===== src/rtl/acu_alu_pkg.sv =====
// Shared types for the accumulator ALU with operand stack.
// Opcode encodings, FSM states and the stack pointer width helper.
package acu_alu_pkg;

    typedef enum logic [7:0] {
        OP_NOP = 8'h00,
        OP_LDI = 8'h01,
        OP_ADD = 8'h02,
        OP_SUB = 8'h03,
        OP_AND = 8'h04,
        OP_OR  = 8'h05,
        OP_XOR = 8'h06,
        OP_NOT = 8'h07,
        OP_SHL = 8'h08,
        OP_SHR = 8'h09,
        OP_MUL = 8'h0A
    } opcode_e;

    typedef enum logic {
        ST_IDLE = 1'b0,
        ST_MUL  = 1'b1
    } state_e;

    localparam int DEPTH_DEF = 8;
    localparam int PTR_W     = $clog2(DEPTH_DEF + 1);

    function automatic int ptr_w(input int depth);
        return $clog2(depth + 1);
    endfunction

endpackage


===== src/rtl/acu_stack.sv =====
// LIFO operand stack: push, pop, or both at once (swap with ACC).
// Illegal requests raise a one-cycle err_o and leave the stack untouched.
module acu_stack
    import acu_alu_pkg::*;
#(
    parameter int WIDTH = 16,
    parameter int DEPTH = 8
) (
    input  logic             clk,
    input  logic             reset,
    input  logic             clr,
    input  logic             en_i,
    input  logic             push_i,
    input  logic             pop_i,
    input  logic [WIDTH-1:0] din_i,
    output logic [WIDTH-1:0] tos_o,
    output logic             full_o,
    output logic             empty_o,
    output logic             err_o
);

    localparam int PW = ptr_w(DEPTH);
    localparam int AW = $clog2(DEPTH);

    logic [PW-1:0]    ptr_q, ptr_d;
    logic [WIDTH-1:0] mem_q [DEPTH];
    logic [AW-1:0]    top_idx, wr_idx;
    logic             wr;

    assign full_o  = (ptr_q == PW'(DEPTH));
    assign empty_o = (ptr_q == '0);
    assign top_idx = AW'(ptr_q - PW'(1));
    assign tos_o   = mem_q[top_idx];

    assign err_o = en_i & ((pop_i & empty_o) | (push_i & ~pop_i & full_o));

    // A swap overwrites the current top instead of the next free slot
    assign wr     = en_i & push_i & ~err_o;
    assign wr_idx = pop_i ? top_idx : AW'(ptr_q);

    always_comb begin
        ptr_d = ptr_q;
        if (clr) begin
            ptr_d = '0;
        end else if (en_i && !err_o) begin
            if (push_i && !pop_i) ptr_d = ptr_q + PW'(1);
            if (pop_i && !push_i) ptr_d = ptr_q - PW'(1);
        end
    end

    always_ff @(posedge clk or negedge reset) begin
        if (!reset) ptr_q <= '0;
        else        ptr_q <= ptr_d;
    end

    always_ff @(posedge clk) begin
        if (wr) mem_q[wr_idx] <= din_i;
    end

endmodule


===== src/rtl/acu_alu_stack.sv =====
// Accumulator ALU with shift-add multiplier, carry flag and operand stack.
// Define ACU_ALU_SAT_EN for unsigned saturating ADD/SUB.
module acu_alu_stack
    import acu_alu_pkg::*;
#(
    parameter int WIDTH = 16,
    parameter int DEPTH = 8
) (
    input  logic             clk,
    input  logic             reset,
    input  logic             ce,
    input  logic             clr,
    input  logic             op_valid,
    output logic             op_ready,
    input  logic [7:0]       op,
    input  logic [WIDTH-1:0] data_in,
    input  logic             push,
    input  logic             pop,
    output logic [WIDTH-1:0] data_out,
    output logic             zero,
    output logic             carry,
    output logic             busy,
    output logic             stk_full,
    output logic             stk_empty,
    output logic             stk_err
);

    localparam int CW = $clog2(WIDTH);

    state_e             state_q, state_d;
    logic [WIDTH-1:0]   acc_q, acc_d;
    logic               carry_q, carry_d;
    logic               err_q, err_d;
    logic [WIDTH-1:0]   mcand_q, mcand_d;
    logic [2*WIDTH-1:0] prod_q, prod_d;
    logic [CW-1:0]      cnt_q, cnt_d;

    logic               accept, stk_cmd, stk_en, stk_bad;
    logic [WIDTH-1:0]   stk_tos;
    logic [WIDTH:0]     sum, dif, psum;
    logic [2*WIDTH-1:0] prod_step;

    assign op_ready = (state_q == ST_IDLE);
    assign busy     = (state_q == ST_MUL);
    assign accept   = op_valid & op_ready & ce;
    assign stk_cmd  = push | pop;
    assign stk_en   = ce & op_ready & ~accept & ~clr & stk_cmd;

    assign data_out = acc_q;
    assign zero     = (acc_q == '0);
    assign carry    = carry_q;
    assign stk_err  = err_q;

    assign sum = {1'b0, acc_q} + {1'b0, data_in};
    assign dif = {1'b0, acc_q} - {1'b0, data_in};

    // Multiplier in low half, partial product accumulates in high half
    assign psum      = {1'b0, prod_q[2*WIDTH-1:WIDTH]}
                     + (prod_q[0] ? {1'b0, mcand_q} : '0);
    assign prod_step = {psum, prod_q[WIDTH-1:1]};

    acu_stack #(.WIDTH(WIDTH), .DEPTH(DEPTH)) u_stack (
        .clk     (clk),
        .reset   (reset),
        .clr     (clr),
        .en_i    (stk_en),
        .push_i  (push),
        .pop_i   (pop),
        .din_i   (acc_q),
        .tos_o   (stk_tos),
        .full_o  (stk_full),
        .empty_o (stk_empty),
        .err_o   (stk_bad)
    );

    always_comb begin
        state_d = state_q;
        acc_d   = acc_q;
        carry_d = carry_q;
        err_d   = err_q;
        mcand_d = mcand_q;
        prod_d  = prod_q;
        cnt_d   = cnt_q;
        if (clr) begin
            state_d = ST_IDLE;
            acc_d   = '0;
            carry_d = 1'b0;
            err_d   = 1'b0;
            cnt_d   = '0;
        end else if (ce) begin
            unique case (state_q)
                ST_IDLE: begin
                    if (accept) begin
                        if (stk_cmd) err_d = 1'b1;
                        case (op)
                            OP_LDI: acc_d = data_in;
                            OP_ADD: begin
                                carry_d = sum[WIDTH];
`ifdef ACU_ALU_SAT_EN
                                acc_d = sum[WIDTH] ? '1 : sum[WIDTH-1:0];
`else
                                acc_d = sum[WIDTH-1:0];
`endif
                            end
                            OP_SUB: begin
                                carry_d = dif[WIDTH];
`ifdef ACU_ALU_SAT_EN
                                acc_d = dif[WIDTH] ? '0 : dif[WIDTH-1:0];
`else
                                acc_d = dif[WIDTH-1:0];
`endif
                            end
                            OP_AND: acc_d = acc_q & data_in;
                            OP_OR:  acc_d = acc_q | data_in;
                            OP_XOR: acc_d = acc_q ^ data_in;
                            OP_NOT: acc_d = ~acc_q;
                            OP_SHL: begin
                                carry_d = acc_q[WIDTH-1];
                                acc_d   = {acc_q[WIDTH-2:0], 1'b0};
                            end
                            OP_SHR: begin
                                carry_d = acc_q[0];
                                acc_d   = {1'b0, acc_q[WIDTH-1:1]};
                            end
                            OP_MUL: begin
                                mcand_d = acc_q;
                                prod_d  = {{WIDTH{1'b0}}, data_in};
                                cnt_d   = '0;
                                state_d = ST_MUL;
                            end
                            default: ;
                        endcase
                    end else if (stk_cmd) begin
                        if (stk_bad)  err_d = 1'b1;
                        else if (pop) acc_d = stk_tos;
                    end
                end
                ST_MUL: begin
                    if (stk_cmd) err_d = 1'b1;
                    prod_d = prod_step;
                    cnt_d  = cnt_q + CW'(1);
                    if (cnt_q == CW'(WIDTH - 1)) begin
                        state_d = ST_IDLE;
                        acc_d   = prod_step[WIDTH-1:0];
                        carry_d = |prod_step[2*WIDTH-1:WIDTH];
                    end
                end
                default: state_d = ST_IDLE;
            endcase
        end
    end

    always_ff @(posedge clk or negedge reset) begin
        if (!reset) begin
            state_q <= ST_IDLE;
            acc_q   <= '0;
            carry_q <= 1'b0;
            err_q   <= 1'b0;
            mcand_q <= '0;
            prod_q  <= '0;
            cnt_q   <= '0;
        end else begin
            state_q <= state_d;
            acc_q   <= acc_d;
            carry_q <= carry_d;
            err_q   <= err_d;
            mcand_q <= mcand_d;
            prod_q  <= prod_d;
            cnt_q   <= cnt_d;
        end
    end

endmodule

===== config.mk =====
export PLATFORM = sky130hd
export DESIGN_NAME = acu_alu_stack
export DESIGN_NICKNAME = d
export VERILOG_FILES = /design/src/rtl/acu_alu_pkg.sv /design/src/rtl/acu_stack.sv /design/src/rtl/acu_alu_stack.sv
export SDC_FILE = /design/constraint.sdc
export NUM_CORES = 1
export LEC_CHECK = 0
export ABC_AREA = 1
export CAP_MARGIN = 10
export CELL_PAD_IN_SITES_DETAIL_PLACEMENT = 0
export CELL_PAD_IN_SITES_GLOBAL_PLACEMENT = 2
export CORE_MARGIN = 8
export CORE_UTILIZATION = 40
export DETAILED_ROUTE_END_ITERATION = 10
export HOLD_SLACK_MARGIN = 0.08
export PLACE_DENSITY = 0.92
export SLEW_MARGIN = 5
export SYNTH_ARGS = -nofsm -noshare
export SYNTH_HDL_FRONTEND = slang
export SYNTH_SLANG_ARGS = --single-unit

===== constraint.sdc =====
create_clock -name clk -period 10.2 [get_ports clk]
set_input_delay 1.02 -clock clk [delete_from_list [all_inputs] [get_ports clk]]
set_output_delay 1.02 -clock clk [all_outputs]
set_load 0.01 [all_outputs]

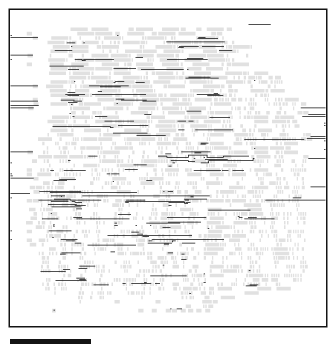
*The metal 3 layer*
Bar = 50 µm.
longest straight run: 78.7 µm
share of all routed wire: 5.2%
main direction: horizontal
final wirelength: 40800 µm
Via Count: 11500
grt met3 use: 2.65%

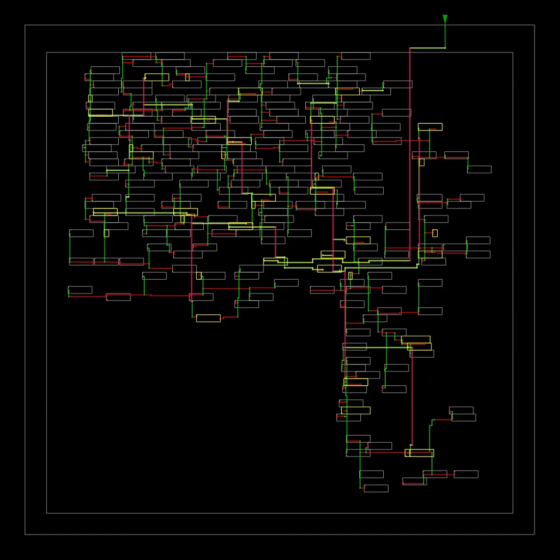
*Clock nets*
Num CTS Buffers: 22
clk latency late pin: 0.50 ns

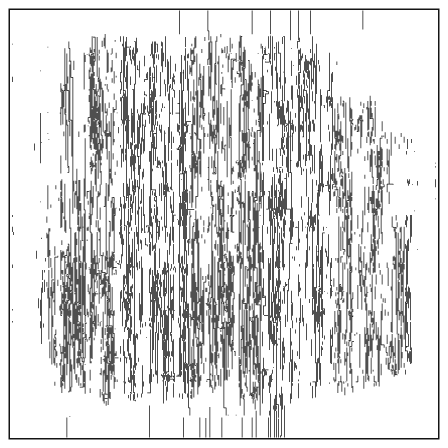
*Signal wires on met2*
wire length on this layer: 18900 µm
main direction: vertical
nets with wire on the layer: 1370
longest straight run: 62.2 µm
share of all routed wire: 46%
met2 GRT Util: 34.3%

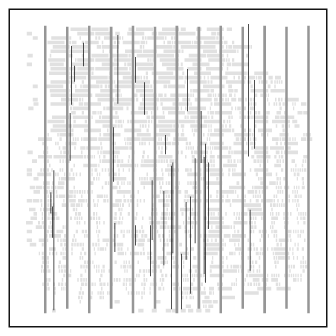
*The metal 4 layer*
Supply wires on this layer in grey.
nets with wire on the layer: 23
main direction: vertical
longest straight run: 88.4 µm
wire length on this layer: 1220 µm

==> out/summary.txt <==
die area: 38200 µm²
die height: 196 µm
setup_tns: 0 ns
Cell Pwr Density: 178 nW/µm²
area grow syn2layout: 12.6%
Tightest Pin Transition: 0.967 ns
n_diodes: 0
Critical Path Max Stage Delay: 0.57 ns
Boundary Pins: 54
Via density: 5.47
Final period util: 36.6%
vias in the first global route: 11100
core region area: 31600 µm²
Critical Setup Path Class: register to register
Final ANT Viol Nets: 0
Final GP Congestion: 0.891
CP Launch Type: register
CTS tree: done
family with the most delay on the worst path: simple AND/OR/NAND/NOR gates
Final Skew: 0.0127 ns
hold buffers post-CTS: 0
outcome: finished, final reports clean
max-cap violations: 0
Cells after Synth: 1650
GRT Total Usage: 21.0%
min Tclk post-route: 3.73 ns
hold slack final: 0.348 ns
CP max-delay cell: buf_4
final std cells w/o fill: 2105
row count: 65
post-CTS resize count: 0
Final Hold Fails: 0
Clock Path Buffers: 3
DRT iter0 DRCs: 998
crit-path max FO: 68
Net count, final: 1793
Post-Route M1 WL: 18600 µm
yosys cell count: 1650
DR WL/cell: 19.4 µm
worst path bufs/invs: 4
CTS H-tree depth: 1
biggest area cells: edfxtp_1 30%, dfrtp_1 15%, nand2_1 14%
layout cells sized above 1: 4.87%
clk slew on worst S/H paths: 0.07 ns
final setup margin: 6.47 ns
WP data required: 10.40 ns
Seq share, synth: 44.4%
number of warnings in the stage logs: 62
max_slew headroom: 35.4%
global route total overflow: 0
Hold Path Class: primary input to asynchronous set/reset pin
Dominant flop cell: edfxtp_1
RSZ-0062 raised after global routing: false
Max Fclk: 268 MHz
Mapped Area: 12900 µm²
post-route core utilization: 45.9%
Synth cell types: 55
Max-area cell share: 29.8%
largest net degree at the start of global routing: 69
yosys warns: 0
Sink Count: 203
CP cell instances: buf_4 > inv_2 > ha_1 > nand2_1 > inv_1 > nor2_4 > o21ai_0 > nor2_1 > nand2_1 > nor2_1 > buf_4
Post-synth EDFFs: 128
critical path capture point type: register
Setup-failing EPs final: 0
post-synth net total: 1754
Final Max Tran Viols: 0
Die Wd: 196 µm
[final timing paths]
check	start	end	slack [ns]	cells past startpoint
setup / recovery	u_stack.ptr_q[0]	u_stack.mem_q[0][8]	6.47	11
hold / removal	reset	data_out[10]	0.35	1
setup reg to reg	u_stack.ptr_q[0]	u_stack.mem_q[0][8]	6.47	11
hold reg to reg	mcand_q[2]	mcand_q[2]	0.48	2
max in group asynchronous	reset	u_stack.ptr_q[0]	8.67	2
min in group clk	mcand_q[2]	mcand_q[2]	0.48	2
[cell type report]
class,instances,area [µm²],area share [%]
Timing Repair Buffer,70,656,4.52
Clock buffer,27,591,4.07
Sequential cell,203,5720,39.4
Clock inverter,11,100,0.690
Multi-Input combinational cell,1187,6160,42.5
Inverter,205,774,5.34
Tap cell,402,503,3.47
[through the flow]
step | area, µm² | total power, mW
after CTS | 14500 | 2.59
after detailed placement | 13800 | 1.81
after global placement | 13800 | 1.81
after floorplan | 12900 | 1.52
after global routing | 14500 | 2.72
final | 14500 | 2.58
[where the power goes]
| group | internal [mW] | switching, mW |
|---|---|---|
| registers | 0.965 | 0.101 |
| clock network | 0.459 | 0.315 |
| logic | 0.240 | 0.498 |
| total | 1.66 | 0.913 |
[sequential cells by signal, summed over array words and instances, names as in the netlist]
register	count
u_stack.ptr_q	4
stk_err	1
cnt_q	4
carry	1
mcand_q	16
busy	1
prod_q	32
data_out	16
u_stack.mem_q	128
[placed cells by master, fill, tap and decap left out, drive strengths merged, types with 10 or more instances in the layout]
cell type,instances
inv,204
a21oi,108
edfxtp,128
o221ai,15
o21ai,108
dfrtp,75
nand3,97
nand2,486
a221oi,13
nand4,20
clkdlybuf4s50,52
clkinv,10
buf,18
nor2,156
clkbuf,27
o22ai,18
ha,70
nor3,32
[cell families (layout without fill, tap and decap cells)]
kind of cell             Yosys count  in the layout  share of synthesized area (%)
XOR/XNOR                           4              4                          0.272
adder cells (fa/ha/maj)           73             73                           7.26
AND-OR/OR-AND                    302            302                           13.7
flip-flops                       203            203                           44.4
AND/OR/NAND/NOR                  807            807                           26.4
multiplexers                       1              1                         0.0777
buffers and inverters            260            313                           7.89
[layer usage]
layer | vias up | global-route usage [%]
li1 | 5601 | -
met1 | 5480 | 28.6
met2 | 353 | 34.3
met3 | 71 | 2.65
met4 | 0 | 6.54
met5 | - | 0
Power and IR drop assume default switching activity.
